==> src/rtl/seq_div_pkg.sv <==
// ---------------------------------------------------------------------------
// seq_div_pkg
// Shared types and constants for the sequential restoring divider.
//   state_e        : controller states (IDLE / CALC / DONE)
//   DEF_N          : default divisor/remainder width
//   DW / RW / CW   : dividend/quotient width, partial-remainder width and
//                    step-counter width for the default N
//   DIV0_QUOTIENT  : quotient reported for a zero divisor (unsigned build)
// ---------------------------------------------------------------------------
package seq_div_pkg;

    localparam int DEF_N = 6;
    localparam int DW    = 2 * DEF_N;
    localparam int RW    = DEF_N + 1;
    localparam int CW    = $clog2(DW);

    localparam logic [DW-1:0] DIV0_QUOTIENT = {DW{1'b1}};

    typedef enum logic [1:0] {
        IDLE = 2'd0,
        CALC = 2'd1,
        DONE = 2'd2
    } state_e;

endpackage : seq_div_pkg

==> src/rtl/seq_divider_div_step.sv <==
// ---------------------------------------------------------------------------
// div_step
// One combinational restoring-division step.
//   i_rem     [N:0]   partial remainder before the step
//   i_bit             next dividend bit shifted into the remainder
//   i_divisor [N-1:0] divisor magnitude
//   o_rem     [N:0]   partial remainder after the step
//   o_q               quotient bit produced by this step
// ---------------------------------------------------------------------------
module div_step #(
    parameter int N = 6
) (
    input  logic [N:0]   i_rem,
    input  logic         i_bit,
    input  logic [N-1:0] i_divisor,
    output logic [N:0]   o_rem,
    output logic         o_q
);

    logic [N:0] w_shift;
    logic [N:0] w_dvs_ext;
    logic [N:0] w_diff;

    // Trial subtraction on N+1 bits. i_rem[N] is the bit that would fall off
    // the shift; if it is set the shifted value certainly exceeds the divisor,
    // and the modular difference is still the exact result.
    always_comb begin
        w_shift   = {i_rem[N-1:0], i_bit};
        w_dvs_ext = {1'b0, i_divisor};
        w_diff    = w_shift - w_dvs_ext;
        o_q       = i_rem[N] | (w_shift >= w_dvs_ext);
        if (o_q) begin
            o_rem = w_diff;
        end else begin
            o_rem = w_shift;
        end
    end

endmodule : div_step

==> src/rtl/seq_divider.sv <==
// ---------------------------------------------------------------------------
// seq_divider
// Sequential restoring divider: 2N-bit dividend / N-bit divisor, one quotient
// bit per clock, start/busy/done handshake.
//   clk, rst_n          clock, asynchronous active-low reset
//   start               request, sampled only in IDLE
//   dividend [2N-1:0]   numerator, captured when start is accepted
//   divisor  [N-1:0]    denominator, captured when start is accepted
//   busy                high while computing
//   done                one-cycle pulse, results valid
//   quotient [2N-1:0]   registered result, held until the next accepted start
//   remainder[N-1:0]    registered result, held until the next accepted start
//   div_by_zero         registered flag, held with the results
// Build option: define SEQ_DIVIDER_SIGNED_EN for two's-complement operands
// (truncating division, remainder takes the dividend's sign).
// ---------------------------------------------------------------------------
module seq_divider
    import seq_div_pkg::*;
#(
    parameter int N = DEF_N
) (
    input  logic             clk,
    input  logic             rst_n,
    input  logic             start,
    input  logic [2*N-1:0]   dividend,
    input  logic [N-1:0]     divisor,
    output logic             busy,
    output logic             done,
    output logic [2*N-1:0]   quotient,
    output logic [N-1:0]     remainder,
    output logic             div_by_zero
);

    localparam int QW  = 2 * N;
    localparam int RWL = N + 1;
    localparam int CWL = $clog2(2 * N);
    localparam logic [CWL-1:0] CNT_LAST = CWL'(QW - 1);
    localparam logic [CWL-1:0] CNT_ONE  = {{(CWL-1){1'b0}}, 1'b1};

    state_e         r_state;
    state_e         w_next_state;

    logic [QW-1:0]  r_dvd;      // dividend bits shift out, quotient bits shift in
    logic [RWL-1:0] r_rem;
    logic [N-1:0]   r_dvs;
    logic [CWL-1:0] r_cnt;

    logic [RWL-1:0] w_step_rem;
    logic           w_step_q;
    logic           w_div0;
    logic           w_last;
    logic [QW-1:0]  w_load_dvd;
    logic [N-1:0]   w_load_dvs;
    logic [QW-1:0]  w_q_raw;
    logic [N-1:0]   w_r_raw;
    logic [QW-1:0]  w_q_final;
    logic [N-1:0]   w_r_final;
    logic [QW-1:0]  w_q_div0;

`ifdef SEQ_DIVIDER_SIGNED_EN
    logic           r_neg_q;
    logic           r_neg_r;
`endif

    div_step #(.N(N)) u_step (
        .i_rem     (r_rem),
        .i_bit     (r_dvd[QW-1]),
        .i_divisor (r_dvs),
        .o_rem     (w_step_rem),
        .o_q       (w_step_q)
    );

    // Decode of the divide-by-zero request and the final CALC step.
    always_comb begin
        w_div0  = (divisor == {N{1'b0}});
        w_last  = (r_state == CALC) && (r_cnt == CNT_LAST);
        w_q_raw = {r_dvd[QW-2:0], w_step_q};
        w_r_raw = w_step_rem[N-1:0];
    end

`ifdef SEQ_DIVIDER_SIGNED_EN
    // Operand magnitudes at load, sign correction at the result write.
    always_comb begin
        if (dividend[QW-1]) begin
            w_load_dvd = -dividend;
            w_q_div0   = {{(QW-1){1'b0}}, 1'b1};
        end else begin
            w_load_dvd = dividend;
            w_q_div0   = {QW{1'b1}};
        end
        if (divisor[N-1]) begin
            w_load_dvs = -divisor;
        end else begin
            w_load_dvs = divisor;
        end
        if (r_neg_q) begin
            w_q_final = -w_q_raw;
        end else begin
            w_q_final = w_q_raw;
        end
        if (r_neg_r) begin
            w_r_final = -w_r_raw;
        end else begin
            w_r_final = w_r_raw;
        end
    end
`else
    // Unsigned build: operands and results pass straight through.
    always_comb begin
        w_load_dvd = dividend;
        w_load_dvs = divisor;
        w_q_div0   = {QW{1'b1}};
        w_q_final  = w_q_raw;
        w_r_final  = w_r_raw;
    end
`endif

    // Controller state register.
    always_ff @(posedge clk or negedge rst_n) begin
        if (!rst_n) begin
            r_state <= IDLE;
        end else begin
            r_state <= w_next_state;
        end
    end

    // Controller next-state logic.
    always_comb begin
        w_next_state = r_state;
        case (r_state)
            IDLE: begin
                if (start) begin
                    if (w_div0) begin
                        w_next_state = DONE;
                    end else begin
                        w_next_state = CALC;
                    end
                end else begin
                    w_next_state = IDLE;
                end
            end
            CALC: begin
                if (w_last) begin
                    w_next_state = DONE;
                end else begin
                    w_next_state = CALC;
                end
            end
            DONE:    w_next_state = IDLE;
            default: w_next_state = IDLE;
        endcase
    end

    // Work registers: operand capture in IDLE, one restoring step per CALC cycle.
    always_ff @(posedge clk or negedge rst_n) begin
        if (!rst_n) begin
            r_dvd <= {QW{1'b0}};
            r_rem <= {RWL{1'b0}};
            r_dvs <= {N{1'b0}};
            r_cnt <= {CWL{1'b0}};
`ifdef SEQ_DIVIDER_SIGNED_EN
            r_neg_q <= 1'b0;
            r_neg_r <= 1'b0;
`endif
        end else begin
            case (r_state)
                IDLE: begin
                    if (start && !w_div0) begin
                        r_dvd <= w_load_dvd;
                        r_dvs <= w_load_dvs;
                        r_rem <= {RWL{1'b0}};
                        r_cnt <= {CWL{1'b0}};
`ifdef SEQ_DIVIDER_SIGNED_EN
                        r_neg_q <= dividend[QW-1] ^ divisor[N-1];
                        r_neg_r <= dividend[QW-1];
`endif
                    end
                end
                CALC: begin
                    r_dvd <= w_q_raw;
                    r_rem <= w_step_rem;
                    r_cnt <= r_cnt + CNT_ONE;
                end
                default: begin
                    r_cnt <= r_cnt;
                end
            endcase
        end
    end

    // Registered handshake and results; results change only on DONE entry.
    always_ff @(posedge clk or negedge rst_n) begin
        if (!rst_n) begin
            busy        <= 1'b0;
            done        <= 1'b0;
            quotient    <= {QW{1'b0}};
            remainder   <= {N{1'b0}};
            div_by_zero <= 1'b0;
        end else begin
            busy <= (w_next_state == CALC);
            done <= (w_next_state == DONE);
            if ((r_state == IDLE) && start && w_div0) begin
                quotient    <= w_q_div0;
                remainder   <= dividend[N-1:0];
                div_by_zero <= 1'b1;
            end else if (w_last) begin
                quotient    <= w_q_final;
                remainder   <= w_r_final;
                div_by_zero <= 1'b0;
            end
        end
    end

endmodule : seq_divider

==> config.mk <==
export PLATFORM = sky130hd
export DESIGN_NAME = seq_divider
export DESIGN_NICKNAME = d
export VERILOG_FILES = /design/src/rtl/seq_div_pkg.sv /design/src/rtl/seq_divider_div_step.sv /design/src/rtl/seq_divider.sv
export SDC_FILE = /design/constraint.sdc
export NUM_CORES = 1
export LEC_CHECK = 0
export ABC_AREA = 1
export CAP_MARGIN = 20
export CELL_PAD_IN_SITES_DETAIL_PLACEMENT = 1
export CELL_PAD_IN_SITES_GLOBAL_PLACEMENT = 1
export CORE_MARGIN = 2
export CORE_UTILIZATION = 40
export DETAILED_ROUTE_END_ITERATION = 7
export PLACE_DENSITY = 0.82
export SETUP_SLACK_MARGIN = 0.1
export SLEW_MARGIN = 20
export SYNTH_ARGS = -nofsm -noshare
export SYNTH_HDL_FRONTEND = slang
export SYNTH_HIERARCHICAL = 1
export SYNTH_SLANG_ARGS = --single-unit
==> constraint.sdc <==
create_clock -name clk -period 5 [get_ports clk]
set_input_delay 1 -clock clk [delete_from_list [all_inputs] [get_ports clk]]
set_output_delay 1 -clock clk [all_outputs]
set_load 0.005 [all_outputs]
**Local utilization**

Drawn at 4 px/um. 9 x 9 tiles, from black (low) to pale yellow (high), 0 to 100% covered.
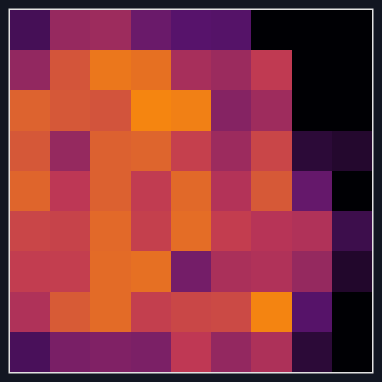
nearly empty tiles: 12%
fullest tile: 73%
mean over tiles: 41%
emptiest ninth of the die: north-east
post-layout util: 48.2%
core area: 0.00725 mm^2
Core Density at Floorplan: 41.3%

**M2 wires**

Drawn at 4 px/um.
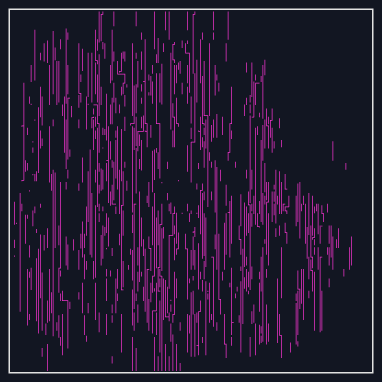
nets with wire on the layer: 377
main direction: vertical
longest straight run: 41.5 um
GRT met2 Usage: 32.0%
WL final: 7490 um
via count: 2537

**Where the registers sit**

Drawn at 4 px/um.
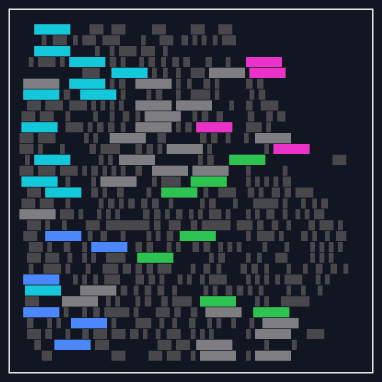
legend:
  remainder:
    color: blue
    flops: 6
    where: south-west
  r_cnt:
    color: magenta
    flops: 4
  r_rem:
    color: green
    flops: 7
  quotient:
    color: cyan
    flops: 12
not colored: 23
flop share of the area: 37.2%
Register Area: 0.00130 mm^2
sequential power: 777 uW

**Clock routing**

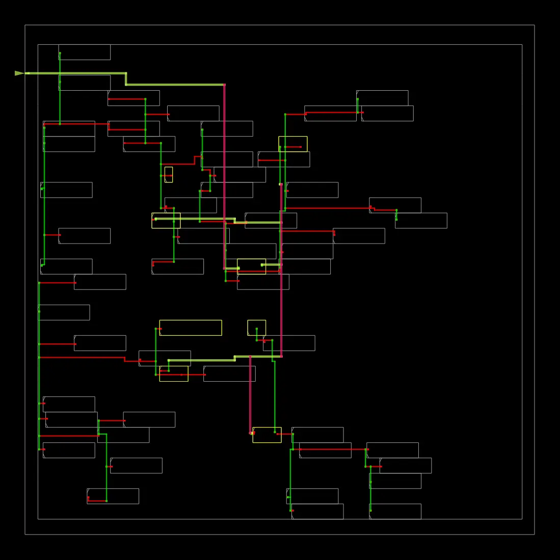
clock buf count: 6
Clk. pwr: 293 uW

==> flow_summary.toml <==
# flow metrics
[placement]
gp_congestion = 0.781

[setup_path]
worstPathArrival_ns = 2.72
cp_cell_sequence = "clkdlybuf4s50_1 -> nor2_1 -> nand3_2 -> nand2_4 -> nand2_2 -> nand2_1 -> nand2_1"
criticalPathCategory = "primary input to flop"

[detailed_routing]
antenna_left = 0
drt_pre_antenna_iters = 4
wl_per_cell_um = 14.8
viasPerCell = 5.01

[logic_synthesis]
top_cell = "nand2_1"
yosysWarningCount = 6
syn_inst = 374
ys_seq_share_pct = 43.5
ys.flops = 52
edf_count = 0
yosysChipArea_mm2 = 0.00299
yosys.area.top_type = "dfrtp_1"
synth_area_mm2 = 0.00299

[clock_tree]
htree_levels = 2
clockBufferDepth = 2
post_cts_resized = 0
cts_tree = "done"

[timing]
relSlewSlack_pct = 55.1
setup_viol = 0
fin_crit_ns = 2.51

[grt]
grt_pass1_wl_um = 13100
grt_pass1_vias = 2681

[power]
clock_power_share_pct = 11.8
p_int_mw = 1.35
netSwitchingPower_mw = 1.13
p_leak_nw = 1.78
ir_drop_v = 0.000249

[finish]
fillers = 896
area_growth_pct = 16.8

[outcome]
status = "complete, no violations"

[job]
maxCapViolCount = 0

[floorplan]
num_io_pins = 42
==> worst max-delay path: cells and delay by family <==
kind,cells,cell delay [ns]
AND/OR/NAND/NOR,6,1.28
buffers and inverters,1,0.44
==> registers in the layout (all words and copies together) (netlist names) <==
register	count
quotient	12
done	1
r_rem	7
r_state	2
div_by_zero	1
busy	1
r_cnt	4
remainder	6
r_dvd	12
r_dvs	6
==> kinds of logic after synthesis <==
| logic type | after synthesis | share of synthesized area (%) |
|---|---|---|
| buffers and inverters | 63 | 10.8 |
| XOR/XNOR | 1 | 0.293 |
| adder cells (fa/ha/maj) | 8 | 3.59 |
| flip-flops | 52 | 43.5 |
| AND-OR/OR-AND | 40 | 9.61 |
| AND/OR/NAND/NOR | 210 | 32.2 |
==> final cells by class <==
| type | count | area share [%] |
|---|---|---|
| sequential | 52 | 37.2 |
| tap | 99 | 3.54 |
| timing repair buffer | 42 | 11.8 |
| multi-input combinational | 259 | 39.1 |
| clock buffer | 6 | 2.07 |
| inverter | 46 | 5.15 |
| clock inverter | 2 | 1.11 |
==> metrics by stage <==
| stage | cells | setup slack, ns | cell area (um^2) | power (mW) |
|---|---|---|---|---|
| 6_report | 506 | 2.49 | 3500 | 2.48 |
| 5_1_grt | 506 | 2.31 | 3500 | 2.74 |
| 4_1_cts | 506 | 2.48 | 3500 | 2.50 |
| 3_5_place_dp | 498 | 2.14 | 3390 | 2.20 |
| 3_3_place_gp | 498 | 2.28 | 3390 | 2.12 |
| 2_1_floorplan | 374 | 3.24 | 2990 | 1.77 |
==> metal layers <==
metal	GRT usage, %	share of wire, %	vias to the layer above
li1	-	-	1249
met1	27.0	46	1234
met2	32.0	48	44
met3	3.34	4.2	10
met4	5.64	1.5	0
met5	0	0	-
==> layout by cell type (no fill, tap or decap), drive strengths merged, types with 6 or more instances in the layout <==
cell type      count
clkbuf             6
clkdlybuf4s50     40
dfrtp             52
ha                 7
inv               47
nand2            140
nand3             56
nor2              12
o211ai            11
o21ai             24
==> power groups by stage <==
stage / sequential [mW] / clock [mW] / combinational (mW)
CTS: 0.777 / 0.299 / 1.43
global route: 0.801 / 0.318 / 1.62
detailed placement: 0.780 / 0 / 1.42
global placement: 0.771 / 0 / 1.35
floorplan: 0.749 / 0 / 1.02
finish: 0.777 / 0.293 / 1.41
==> final timing paths <==
| path | cells after the start | slack (ns) | endpoint | from |
|---|---|---|---|---|
| max | 7 | 2.49 | r_dvd[4] | divisor[3] |
| min in group asynchronous | 2 | 0.78 | remainder[1] | rst_n |
| max reg2reg | 13 | 2.89 | remainder[4] | r_dvd[11] |
| min reg2reg | 2 | 0.50 | r_dvs[2] | r_dvs[2] |
| max in group asynchronous | 2 | 3.75 | r_dvs[0] | rst_n |
| min | 2 | 0.50 | r_dvs[2] | r_dvs[2] |
No activity file was given, so power comes from the tool's default toggle rates.
